### Where the registers sit

Drawn at 2 px/um. Other sequential cells in the stronger gray, the rest of the logic in the fainter gray.
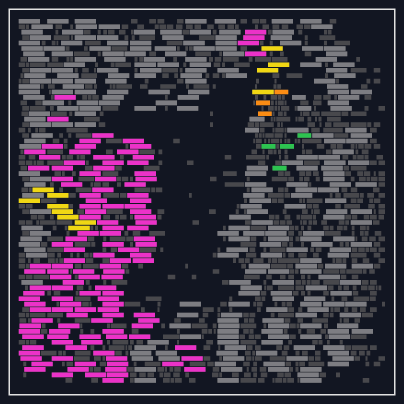
### M3 wires

Drawn at 2 px/um.
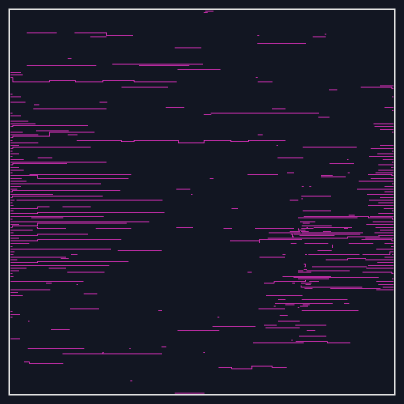
### Cells by drive strength

Drawn at 2 px/um.
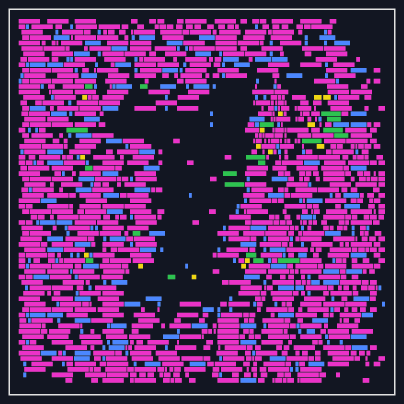
### Clock wiring as the flow saved it

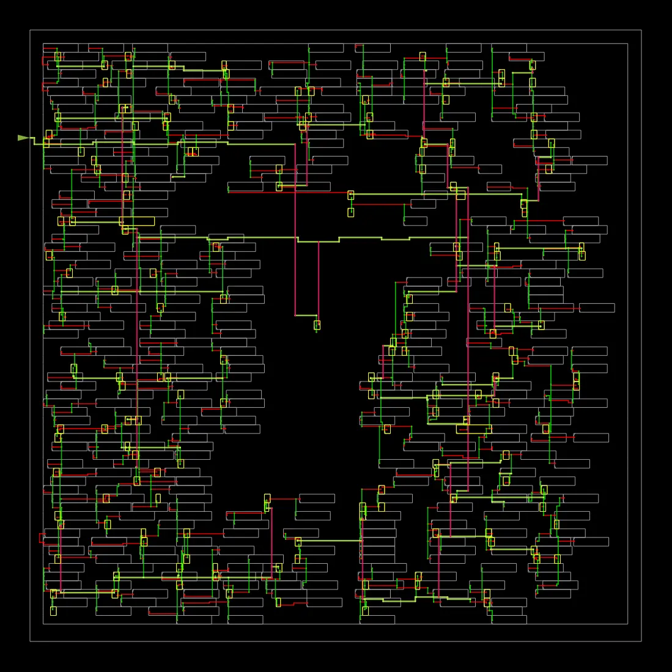
<file path="src/rtl/dm_store_buffer.sv">
// -----------------------------------------------------------------------------
// dm_store_buffer
//
// Posted-write buffer that sits between the MEM-stage store path and the data
// memory write port. Stores (word/half/byte) are queued in a small FIFO and
// drained to DM at most one per cycle, whenever a load is not using the DM port.
// A load that targets a word with a pending store raises ld_hazard, so hazard
// control can stall until that store has drained.
//
// Parameters
//   DEPTH     number of FIFO entries (power of two, >= 2)
//   AW        pointer width, equal to log2(DEPTH)
//
// Ports
//   clk        in   1   clock, all state updates on posedge
//   reset      in   1   synchronous, active-high; discards all pending stores
//   st_valid   in   1   MEM stage presents a store this cycle
//   st_ready   out  1   buffer can accept a store (not full)
//   st_addr    in   32  store byte address
//   st_data    in   32  store data (DM does lane placement for H/B)
//   st_sel     in   3   access size code, stored as-is
//   st_pc      in   32  PC of the store, carried for the write trace
//   ld_valid   in   1   MEM stage presents a load this cycle
//   ld_addr    in   32  load byte address
//   ld_hazard  out  1   load word matches a pending store; stall required
//   dm_busy    in   1   DM port claimed by a load this cycle; drain blocked
//   dm_we      out  1   DM write strobe (head entry commits on this posedge)
//   dm_addr    out  32  head entry address (0 when empty)
//   dm_wdata   out  32  head entry data    (0 when empty)
//   dm_sel     out  3   head entry size    (0 when empty)
//   dm_pc      out  32  head entry PC      (0 when empty)
//   empty      out  1   no pending stores
// -----------------------------------------------------------------------------
module dm_store_buffer #(
    parameter int DEPTH = 4,
    parameter int AW    = 2
) (
    input  logic        clk,
    input  logic        reset,

    input  logic        st_valid,
    output logic        st_ready,
    input  logic [31:0] st_addr,
    input  logic [31:0] st_data,
    input  logic [2:0]  st_sel,
    input  logic [31:0] st_pc,

    input  logic        ld_valid,
    input  logic [31:0] ld_addr,
    output logic        ld_hazard,

    input  logic        dm_busy,
    output logic        dm_we,
    output logic [31:0] dm_addr,
    output logic [31:0] dm_wdata,
    output logic [2:0]  dm_sel,
    output logic [31:0] dm_pc,

    output logic        empty
);

    localparam logic [AW:0] FULL_COUNT = (AW+1)'(DEPTH);
    localparam logic [AW-1:0] PTR_ONE  = AW'(1);

    // -------------------------------------------------------------------------
    // State
    // -------------------------------------------------------------------------
    logic [AW-1:0]    rd_ptr_q, rd_ptr_d;
    logic [AW-1:0]    wr_ptr_q, wr_ptr_d;
    logic [AW:0]      count_q,  count_d;
    logic [DEPTH-1:0] valid_q,  valid_d;

    logic [31:0] addr_q [DEPTH];
    logic [31:0] addr_d [DEPTH];
    logic [31:0] data_q [DEPTH];
    logic [31:0] data_d [DEPTH];
    logic [2:0]  sel_q  [DEPTH];
    logic [2:0]  sel_d  [DEPTH];
    logic [31:0] pc_q   [DEPTH];
    logic [31:0] pc_d   [DEPTH];

    logic push;
    logic pop;
    logic has_entry;
    logic word_hit;

    // The word compare ignores the byte offset within the word.
    logic unused_ld_addr_lsbs;
    assign unused_ld_addr_lsbs = ^ld_addr[1:0];

    // -------------------------------------------------------------------------
    // Handshakes
    // -------------------------------------------------------------------------
    // st_ready looks only at registered count: when full, a pop in the same
    // cycle does not open a slot, and the store retries next cycle. This keeps
    // st_ready free of any path from dm_busy.
    assign has_entry = (count_q != '0);
    assign st_ready  = (count_q != FULL_COUNT);
    assign empty     = ~has_entry;

    assign push = st_valid & st_ready;
    assign pop  = has_entry & ~dm_busy;

    // -------------------------------------------------------------------------
    // Next-state logic
    // -------------------------------------------------------------------------
    always_comb begin
        // NOTE: every variable gets a default first, so no path leaves one
        // unassigned and no latch is inferred.
        rd_ptr_d = rd_ptr_q;
        wr_ptr_d = wr_ptr_q;
        count_d  = count_q;
        valid_d  = valid_q;
        addr_d   = addr_q;
        data_d   = data_q;
        sel_d    = sel_q;
        pc_d     = pc_q;

        // push and pop can only address the same slot when count is 0 or
        // DEPTH, and in either case one of them is disabled, so the clear and
        // the set below never collide.
        if (pop) begin
            valid_d[rd_ptr_q] = 1'b0;
            rd_ptr_d          = rd_ptr_q + PTR_ONE;
        end

        if (push) begin
            valid_d[wr_ptr_q] = 1'b1;
            addr_d[wr_ptr_q]  = st_addr;
            data_d[wr_ptr_q]  = st_data;
            sel_d[wr_ptr_q]   = st_sel;
            pc_d[wr_ptr_q]    = st_pc;
            wr_ptr_d          = wr_ptr_q + PTR_ONE;
        end

        case ({push, pop})
            2'b10:   count_d = count_q + 1'b1;
            2'b01:   count_d = count_q - 1'b1;
            default: count_d = count_q;
        endcase
    end

    // -------------------------------------------------------------------------
    // Control registers
    // -------------------------------------------------------------------------
    always_ff @(posedge clk) begin
        // NOTE: sequential state uses non-blocking assignments so every flop
        // samples the pre-edge values, independent of statement order.
        if (reset) begin
            rd_ptr_q <= '0;
            wr_ptr_q <= '0;
            count_q  <= '0;
            valid_q  <= '0;
        end else begin
            rd_ptr_q <= rd_ptr_d;
            wr_ptr_q <= wr_ptr_d;
            count_q  <= count_d;
            valid_q  <= valid_d;
        end
    end

    // -------------------------------------------------------------------------
    // Entry storage
    // -------------------------------------------------------------------------
    // NOTE: the payload array is deliberately not reset; the valid bits and
    // count gate every use of it, so clearing it would only cost reset fanout.
    always_ff @(posedge clk) begin
        addr_q <= addr_d;
        data_q <= data_d;
        sel_q  <= sel_d;
        pc_q   <= pc_d;
    end

    // -------------------------------------------------------------------------
    // Drain port
    // -------------------------------------------------------------------------
    // Head fields are forced to zero when empty so the DM trace never shows
    // stale payload; the store inputs are never bypassed to DM.
    assign dm_we    = pop;
    assign dm_addr  = has_entry ? addr_q[rd_ptr_q] : 32'h0;
    assign dm_wdata = has_entry ? data_q[rd_ptr_q] : 32'h0;
    assign dm_sel   = has_entry ? sel_q[rd_ptr_q]  : 3'h0;
    assign dm_pc    = has_entry ? pc_q[rd_ptr_q]   : 32'h0;

    // -------------------------------------------------------------------------
    // Load hazard
    // -------------------------------------------------------------------------
    // Compares against stored entries only, including the head being drained
    // this cycle (conservative: the load stalls one extra cycle instead of
    // racing the DM write). A store arriving on st_* this cycle is not seen.
    always_comb begin
        word_hit = 1'b0;
        for (int i = 0; i < DEPTH; i++) begin
            if (valid_q[i] && (addr_q[i][31:2] == ld_addr[31:2])) begin
                word_hit = 1'b1;
            end
        end
    end

    assign ld_hazard = ld_valid & word_hit;

endmodule

</file>
<file path="config.mk">
export PLATFORM = sky130hd
export DESIGN_NAME = dm_store_buffer
export DESIGN_NICKNAME = d
export VERILOG_FILES = /design/src/rtl/dm_store_buffer.sv
export SDC_FILE = /design/constraint.sdc
export NUM_CORES = 1
export LEC_CHECK = 0
export ABC_CLOCK_PERIOD_IN_PS = 4200
export CORE_MARGIN = 4
export CORE_UTILIZATION = 50
export CTS_BUF_LIST = sky130_fd_sc_hd__clkbuf_2
export DETAILED_ROUTE_END_ITERATION = 16
export GPL_TIMING_DRIVEN = 0
export HOLD_SLACK_MARGIN = 0.12
export PLACE_DENSITY = 0.8
export SETUP_SLACK_MARGIN = 0.15
export SLEW_MARGIN = 20
export SYNTH_ARGS = -nofsm -noshare
export SYNTH_HDL_FRONTEND = slang
export SYNTH_SLANG_ARGS = --single-unit
</file>
<file path="constraint.sdc">
create_clock -name clk -period 4.2 [get_ports clk]
set_input_delay 0.84 -clock clk [delete_from_list [all_inputs] [get_ports clk]]
set_output_delay 0.84 -clock clk [all_outputs]
set_load 0.01 [all_outputs]
</file>
==> notes.md <==
run results: pin count of the biggest net entering global routing=roughly 47, H-tree level count=3, tool warnings=35, xor/xnor cell area share of the yosys netlist=0.06419, worst r2r dst=count_q[2]$_SDFFE_PP0P_, Die Height=between 150 and 200 um, worst-skew pair later-pin latency=1.03 ns, clock root cell=clkbuf_2, FP Rows=67, RSZ-0062 raised after global routing=true, dpl hpwl=26450 um, Top cells by area=edfxtp_1 (70%), mux4_2 (13%), xnor2_1 (4.0%), nor2b_1 (3.7%), xor2_1 (2.4%), setup bufs post-CTS=0, total gr overflow=0, IR drop worst, VDD=389.6 uV, mux frac, synth=0.1324, reported net switching power=3.628 mW, Syn Nets=1020, worst reg-to-reg path cell count=9, Mean Syn Cell Area=19.36 sq um, Starting DRT DRC Count=roughly 520, post-synth cell types=28, DR DRC count=0, vias in the first global route=10165, fin crit period=3.870 ns, WHS Endpoint=count_q[2]$_SDFFE_PP0P_, first-pass GRT wire length=58280 um, cells in synth_stat.txt=between 800 and 900, total CTS buffers=100, Hold Fails Final Rpt=0, sw frac=0.3084, port bufs=around 220, area leader, netlist=edfxtp_1, overall global routing resource usage=0.2149, initial antenna violation count=6, Clock Tree Buf Depth=3, share of layout cells above drive strength 1=0.2380, DR pass1 iterations=5, pre-CTS setup slack=0.02495 ns, Ports=239, die area=around 37000 sq um, worst hold path class=primary input to register, Slew Limit Fails=0, Comb pwr share=0.357, P_int=about 8.1 mW, mapped cell area=16920 sq um, yosys adder share=0.007838, register share after synthesis=0.7158, Worst EP arrival=3.03 ns, hold depth=2, Via density=5.410, Top cell excl fill/tap=edfxtp_1, worst reg2reg startpoint=count_q[2]$_SDFFE_PP0P_, Final nets=1349, FMAX=258.4 MHz, Max Cap Viol=0, Worst-path clk slew=~0.12 ns, outcome=finished clean
About 'Where the registers sit':
color	signal	flops
magenta	pc_q	128
orange	count_q	3
yellow	sel_q	12
green	valid_q	4
not colored	260
seq pwr: 5.06 mW
fraction of area in registers: 0.5803
Flop area: 12110 sq um
fin util: 0.6241

About 'M3 wires':
longest straight run	72.7 um
wire length on this layer	3880 um
main direction	horizontal
nets with wire on the layer	221
Post-Route WL: 39040 um
GRT met3 Usage: 0.07706
vias: 9322

About 'Cells by drive strength':
color	size	cells	share
blue	drive 2	267	21%
green	drive 6 and up	20	1.6%
yellow	drive 3 to 4	15	1.2%
magenta	drive 1 or less	967	76%

About 'Clock wiring as the flow saved it':
Worst Skew: 0.09070 ns
number of clock buffers in the layout: 137

## timing repair
action / in CTS / in global routing
resized: 26 / 12
pin swaps: 1 / 0
hold buffers: 0 / 0
endpoints found under the setup margin: 91 / 75
endpoints found under the hold margin: 0 / 0
## cell type report
type	count	area, sq um
antenna	6	15.01
buffer	51	340.3
clock buffer	137	685.7
clock inverter	31	178.9
fill	2380	12570
inverter	9	33.78
multi-input combinational	407	4559
sequential	407	12110
tap	448	560.5
timing repair buffer	227	2387
## state kept, by name, summed over array words and instances (netlist names)
register	flops
valid_q	4
rd_ptr_q	2
wr_ptr_q	2
pc_q	128
sel_q	12
data_q	128
addr_q	128
count_q	3
## cells by family after synthesis
logic type / count (synthesis)
flip-flops: 407
AND/OR/NAND/NOR: 163
XOR/XNOR: 124
multiplexers: 100
buffers and inverters: 60
AND-OR/OR-AND: 10
adder cells (fa/ha/maj): 10
## power groups by stage
stage	registers (mW)	logic, mW	clock network [mW]
2_1_floorplan	5.14	2.31	0
3_3_place_gp	5.20	4.12	0
3_5_place_dp	5.15	4.22	0
4_1_cts	5.06	4.28	2.59
5_1_grt	5.09	4.53	2.81
6_report	5.06	4.20	2.51
## synth_stat cells (2+ instances only)
| cell | number |
|---|---|
| nor4_1 | 16 |
| inv_1 | 9 |
| dfxtp_1 | 11 |
| nand2_1 | 5 |
| xor2_1 | 46 |
| xnor2_1 | 78 |
| clkbuf_1 | 25 |
| nor2b_1 | 99 |
| nand4_1 | 24 |
| a21oi_1 | 7 |
| mux4_2 | 99 |
| clkbuf_2 | 3 |
| o21ai_0 | 2 |
| edfxtp_1 | 396 |
| buf_2 | 13 |
| nor2_1 | 10 |
| buf_6 | 9 |
| and3_1 | 4 |
| ha_1 | 9 |
## through the flow
| stage | util | cell area, sq um | instances | TNS, ns | power, mW |
|---|---|---|---|---|---|
| 3_3_place_gp | 0.5881 | 19670 | 1541 | -730.47 | 9.320 |
| 5_1_grt | 0.6240 | 20870 | 1722 | 0 | 12.44 |
| 2_1_floorplan | - | 16920 | 874 | 0 | 7.444 |
| 3_5_place_dp | 0.5947 | 19890 | 1549 | 0 | 9.363 |
| 4_1_cts | 0.6230 | 20840 | 1717 | 0 | 11.93 |
| 6_report | 0.6241 | 20870 | 1723 | 0 | 11.76 |
## worst max-delay path by stage
stage / start / end / cells after the start
final: rd_ptr_q[1]$_SDFFE_PP0N_ / dm_addr[9] / 5
after global routing: rd_ptr_q[1]$_SDFFE_PP0N_ / dm_wdata[14] / 5
after CTS: rd_ptr_q[1]$_SDFFE_PP0N_ / dm_wdata[31] / 4
after detailed placement: ld_addr[5] / ld_hazard / 7
after global placement: st_valid / pc_q[104]$_DFFE_PP_ / 2
after floorplan: st_valid / addr_q[0]$_DFFE_PP_ / 1
## worst max-delay path, stage by stage (launching register included)
cell,delay (ns)
dfxtp_1,0.41
clkbuf_4,0.29
buf_4,0.26
mux4_2,0.20
nor2b_1,0.26
clkdlybuf4s50_1,0.59
## layer usage
layer / vias up / part of all wire
met1: 4672 / 0.38
li1: 4165 / -
met2: 400 / 0.49
met3: 83 / 0.099
met5: - / 0.00033
met4: 2 / 0.031
Power is estimated from default activity; no workload was simulated.
